`config.mk`:
```
export PLATFORM = sky130hd
export DESIGN_NAME = pixel_scan_fsm
export DESIGN_NICKNAME = d
export VERILOG_FILES = /design/src/rtl/pixel_scan_fsm.sv
export SDC_FILE = /design/constraint.sdc
export NUM_CORES = 1
export LEC_CHECK = 0
export ABC_CLOCK_PERIOD_IN_PS = 3180
export CAP_MARGIN = 20
export CORE_ASPECT_RATIO = 0.9
export CORE_MARGIN = 3
export CORE_UTILIZATION = 54
export CTS_BUF_LIST = sky130_fd_sc_hd__clkbuf_4 sky130_fd_sc_hd__clkbuf_8
export DETAILED_ROUTE_END_ITERATION = 7
export PLACE_DENSITY_LB_ADDON = 0.3
export SLEW_MARGIN = 20
export SYNTH_ARGS = -nofsm -noshare
export SYNTH_HDL_FRONTEND = slang
export SYNTH_SLANG_ARGS = --single-unit
```
`constraint.sdc`:
```
create_clock -name clk -period 3.18 [get_ports clk]
set_input_delay 0.636 -clock clk [delete_from_list [all_inputs] [get_ports clk]]
set_output_delay 0.636 -clock clk [all_outputs]
set_load 0.02 [all_outputs]
```
`src/rtl/pixel_scan_fsm.sv`:
```
// Pixel-array scan sequencer: walks rows/columns, settles, keys, converts, stores.
// Optional macro PIXEL_SCAN_TIMEOUT_EN adds a 256-cycle conversion timeout (stores 12'hFFF).
module pixel_scan_fsm #(
  parameter int N_ROWS        = 24,
  parameter int N_COLS        = 24,
  parameter int SETTLE_CYCLES = 4
) (
  input  logic        clk,
  input  logic        rst,
  input  logic        en,
  input  logic        i_go,
  input  logic        i_adc_valid,
  input  logic [11:0] i_adc_data,
  output logic [4:0]  o_row_control,
  output logic [4:0]  o_col_control,
  output logic        o_row_reg_data,
  output logic        o_row_reg_write,
  output logic        o_col_reg_data,
  output logic        o_col_reg_write,
  output logic        o_key_wren,
  output logic        o_adc_start,
  output logic        o_ram_wren,
  output logic [11:0] o_ram_data,
  output logic        o_scan_end
);

  localparam int DATA_W = 12;
  localparam int ROW_W  = (N_ROWS > 1) ? $clog2(N_ROWS) : 1;
  localparam int COL_W  = (N_COLS > 1) ? $clog2(N_COLS) : 1;
  localparam int SET_W  = $clog2(SETTLE_CYCLES + 1);

  localparam logic [ROW_W-1:0] ROW_LAST = ROW_W'(N_ROWS - 1);
  localparam logic [COL_W-1:0] COL_LAST = COL_W'(N_COLS - 1);
  localparam logic [SET_W-1:0] SET_LAST = SET_W'(SETTLE_CYCLES - 1);

  localparam logic [4:0] CTL_CLEAR = 5'b10000;
  localparam logic [4:0] CTL_INC   = 5'b00001;
  localparam logic [4:0] CTL_HOLD  = 5'b00000;

  localparam logic [2:0] S_IDLE     = 3'd0;
  localparam logic [2:0] S_ROW_LOAD = 3'd1;
  localparam logic [2:0] S_COL_LOAD = 3'd2;
  localparam logic [2:0] S_SETTLE   = 3'd3;
  localparam logic [2:0] S_KEY      = 3'd4;
  localparam logic [2:0] S_CONV     = 3'd5;
  localparam logic [2:0] S_STORE    = 3'd6;
  localparam logic [2:0] S_DONE     = 3'd7;

  logic [2:0]        state_p0;
  logic [ROW_W-1:0]  row_p0;
  logic [COL_W-1:0]  col_p0;
  logic [SET_W-1:0]  settle_p0;
  logic              adc_started_p0;
  logic [DATA_W-1:0] data_p0;
`ifdef PIXEL_SCAN_TIMEOUT_EN
  logic [7:0]        conv_cnt_p0;
`endif

  // State, indices and the latched conversion result all advance only when en is high.
  always_ff @(posedge clk or posedge rst) begin
    if (rst) begin
      state_p0       <= S_IDLE;
      row_p0         <= '0;
      col_p0         <= '0;
      settle_p0      <= '0;
      adc_started_p0 <= 1'b0;
      data_p0        <= '0;
`ifdef PIXEL_SCAN_TIMEOUT_EN
      conv_cnt_p0    <= '0;
`endif
    end else if (en) begin
      if (state_p0 != S_IDLE && !i_go) begin
        state_p0       <= S_IDLE;
        settle_p0      <= '0;
        adc_started_p0 <= 1'b0;
      end else begin
        case (state_p0)
          S_IDLE: begin
            row_p0 <= '0;
            col_p0 <= '0;
            if (i_go) state_p0 <= S_ROW_LOAD;
          end
          S_ROW_LOAD: begin
            col_p0   <= '0;
            state_p0 <= S_COL_LOAD;
          end
          S_COL_LOAD: begin
            settle_p0 <= '0;
            state_p0  <= S_SETTLE;
          end
          S_SETTLE: begin
            if (settle_p0 == SET_LAST) begin
              settle_p0 <= '0;
              state_p0  <= S_KEY;
            end else begin
              settle_p0 <= settle_p0 + SET_W'(1);
            end
          end
          S_KEY: begin
            adc_started_p0 <= 1'b0;
`ifdef PIXEL_SCAN_TIMEOUT_EN
            conv_cnt_p0    <= '0;
`endif
            state_p0       <= S_CONV;
          end
          S_CONV: begin
            // adc_started_p0 marks every CONV cycle after the first, so the start pulse is single.
            adc_started_p0 <= 1'b1;
            if (i_adc_valid) begin
              data_p0  <= i_adc_data;
              state_p0 <= S_STORE;
            end
`ifdef PIXEL_SCAN_TIMEOUT_EN
            else if (conv_cnt_p0 == 8'hFF) begin
              data_p0  <= 12'hFFF;
              state_p0 <= S_STORE;
            end else begin
              conv_cnt_p0 <= conv_cnt_p0 + 8'd1;
            end
`endif
          end
          S_STORE: begin
            adc_started_p0 <= 1'b0;
            if (col_p0 != COL_LAST) begin
              col_p0   <= col_p0 + COL_W'(1);
              state_p0 <= S_COL_LOAD;
            end else if (row_p0 != ROW_LAST) begin
              col_p0   <= '0;
              row_p0   <= row_p0 + ROW_W'(1);
              state_p0 <= S_ROW_LOAD;
            end else begin
              state_p0 <= S_DONE;
            end
          end
          S_DONE:  state_p0 <= S_IDLE;
          default: state_p0 <= S_IDLE;
        endcase
      end
    end
  end

  // Moore output decode from registered state and indices.
  always_comb begin
    o_row_control   = CTL_HOLD;
    o_col_control   = CTL_HOLD;
    o_row_reg_data  = 1'b0;
    o_row_reg_write = 1'b0;
    o_col_reg_data  = 1'b0;
    o_col_reg_write = 1'b0;
    o_key_wren      = 1'b0;
    o_adc_start     = 1'b0;
    o_ram_wren      = 1'b0;
    o_ram_data      = '0;
    o_scan_end      = 1'b0;
    case (state_p0)
      S_IDLE: begin
        o_row_control = CTL_CLEAR;
        o_col_control = CTL_CLEAR;
      end
      S_ROW_LOAD: begin
        o_row_reg_write = 1'b1;
        o_row_reg_data  = (row_p0 == '0);
      end
      S_COL_LOAD: begin
        o_col_reg_write = 1'b1;
        o_col_reg_data  = (col_p0 == '0);
      end
      S_KEY:  o_key_wren  = 1'b1;
      S_CONV: o_adc_start = !adc_started_p0;
      S_STORE: begin
        o_ram_wren = 1'b1;
        o_ram_data = data_p0;
        if (col_p0 == COL_LAST) begin
          o_col_control = CTL_CLEAR;
          o_row_control = CTL_INC;
        end else begin
          o_col_control = CTL_INC;
        end
      end
      S_DONE:  o_scan_end = 1'b1;
      default: ;
    endcase
  end

endmodule

```
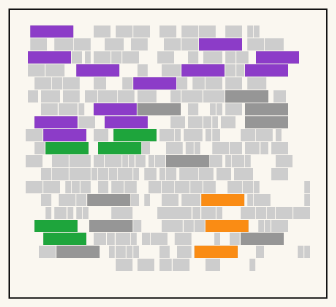
*Register map, names as in the netlist*
Other sequential cells in the stronger grey, the rest of the logic in the fainter grey.
name in the netlist	colour	flops
state_p0	orange	3
row_p0	green	5
data_p0	purple	12

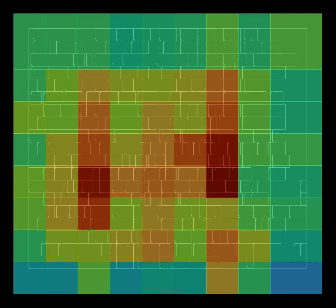
*Routing congestion*
routed len/inst: 15.2 um
fin util: 72.8%
Global Route met3 Usage: 5.83%
GRT met1 Usage: 29.9%
Global Route Usage Sum: 22.3%

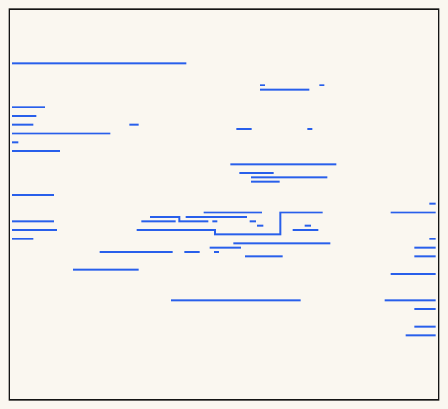
*The metal 3 layer*
main direction	horizontal
longest straight run	26.7 um
share of all routed wire	7.7%
wire length on this layer	308 um
nets with wire on the layer	41

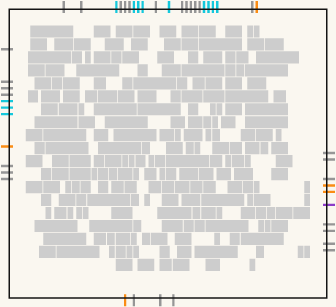
*Pin map*
Pins as bars across the die edge, other pins in grey.
port	colour	pins	direction	edge
o_adc_start	purple	1	output	right
o_ram_data	cyan	12	output	9 top, 3 left
o_row_control	orange	5	output	2 right, 1 left, 1 top, 1 bottom
all pins by edge	22 top, 11 left, 10 right, 4 bottom

[state kept, by name, indices dropped and copies added, names as in the netlist]
signal	flops
adc_started_p0	1
col_p0	5
data_p0	12
row_p0	5
settle_p0	3
state_p0	3
[power groups by stage]
stage | registers [mW] | clock network [mW] | logic, mW
3_5_place_dp | 0.468 | 0 | 0.299
5_1_grt | 0.470 | 0.243 | 0.327
6_report | 0.461 | 0.218 | 0.300
2_1_floorplan | 0.448 | 0 | 0.208
3_3_place_gp | 0.464 | 0 | 0.291
4_1_cts | 0.461 | 0.224 | 0.301
[routing by layer]
layer	up-vias	part of all wire [%]	GRT usage, %
li1	708	-	-
met1	736	42	29.9
met5	-	0	0
met2	65	47	32.2
met4	0	3.2	13.3
met3	15	7.7	5.83
[final cells by class]
type / instances / area share [%]
clock inverter: 3 / 0.779
timing repair buffer: 44 / 19.1
sequential: 29 / 32.3
inverter: 7 / 1.17
multi-input combinational: 134 / 42.7
tap: 42 / 2.34
clock buffer: 5 / 1.67
[path summary, 6_finish.rpt]
path / start / endpoint / depth (start not counted)
worst min-delay path: data_p0[6] / data_p0[6] / 1
min in group asynchronous: rst / data_p0[5] / 3
worst max register to register: state_p0[1] / col_p0[0] / 5
worst max-delay path: state_p0[1] / o_ram_data[7] / 4
max in group asynchronous: rst / col_p0[0] / 3
worst min register to register: data_p0[6] / data_p0[6] / 1
[kinds of logic after synthesis]
| group | after synthesis |
|---|---|
| simple gates | 77 |
| compound gates | 29 |
| flops | 29 |
| buf+inv | 20 |
| mux | 17 |
| fa+ha+maj | 5 |
| other cells | 1 |
[worst max-delay path: stages (launching register included)]
cell             delay, ns
dfrtp_1               0.66
nand3b_2              0.24
inv_2                 0.29
and2_1                0.17
clkdlybuf4s50_1       0.62
==> flow_summary_export.csv <==
group,metric,value,unit
synthesis,top_area_cell,"dfrtp_1",
layout,final_common_cell,"clkdlybuf4s50_1",
synthesis,avgSynthCellArea,9.93,um^2
synthesis,ys_warn_count,0,
synthesis,ys_top_cells_by_count,"29 x dfrtp_1, 14 x nand2_1, 13 x and2_1, 13 x nor2_1, 11 x mux2_1",
status,status,"complete, no violations",
synthesis,synthAoiAreaFrac,13.4,%
floorplanning,pin_count,47,
power,ir_drop,0.294,mV
synthesis,synth_cell_types,47,
detailed_routing,final_antenna_net_count,0,
power,seq_power_share,47.1,%
timing,tns,0,ns
synthesis,top_logic_kind,"simple AND/OR/NAND/NOR gates",
timing,setup_violations,0,
timing,hold_viol_final,0,
worst_setup_path,critPathMaxFanout,19,
floorplanning,die_w,66.3,um
synthesis,synthesis.area,1770,um^2
worst_setup_path,critPathArrivalTime,2.32,ns
place,dp_hpwl,3.00,mm
layout,fin_cells,264,
clock_network,cts_tree,"done",
timing,fin_worst_skew,0.00801,ns
power,p_sw,336,uW
place,numPortBuffers,40,
synthesis,muxShareOfSynthArea,10.6,%
clock_network,clk_path_buf_depth,2,
grt,grt-ovfl-total,0,
power,p_total,979,uW
layout,drive_gt1_share,10.4,%
clock_network,cts_setup_buffers,0,
grt,grt_max_degree,30,
detailed_routing,drt_iter0_drc,80,
place,place_area,2190,um^2
timing,fmax,339,MHz
clock_network,htree_levels,2,
timing,finalMaxSlewViolations,0,
synthesis,ys_cells,178,
synthesis,synth_flops,29,
layout,area_delta_synth_final,27.3,%
floorplanning,fp-utilization,57.2,%
synthesis,edf_count,0,
floorplanning,die.size.y,60.3,um
layout,finish.instance_area,2250,um^2
detailed_routing,vias,1524,
timing,finalCriticalPeriod,2.95,ns
layout,regArea,726,um^2
synthesis,yosysTopAreaCellShare,41.1,%
clock_network,cts_resized,0,
synthesis,ys_seq_share,41.1,%
place,gp_congestion,0.801,
place,dp_worst_setup_slack,0.581,ns
layout,num-nets-final,243,
clock_network,cts_hold_buffers,0,
detailed_routing,drt-vias-per-instance,5.77,
power,clkPwrFrac,22.3,%
worst_setup_path,critPathRequiredTime,2.54,ns
power,swShare,34.3,%
synthesis,area_leaders,"dfrtp_1 41%, mux2_1 7.0%, and2_1 4.6%",
worst_setup_path,worstSetupPathType,"flip-flop to output port",
worst_hold_path,hp-class,"flip-flop to flip-flop",
worst_setup_path,startpoint_type,"flip-flop",
timing,fin_crit_sh,92.8,%
floorplanning,core-area,3090,um^2
Power and IR drop assume default switching activity.
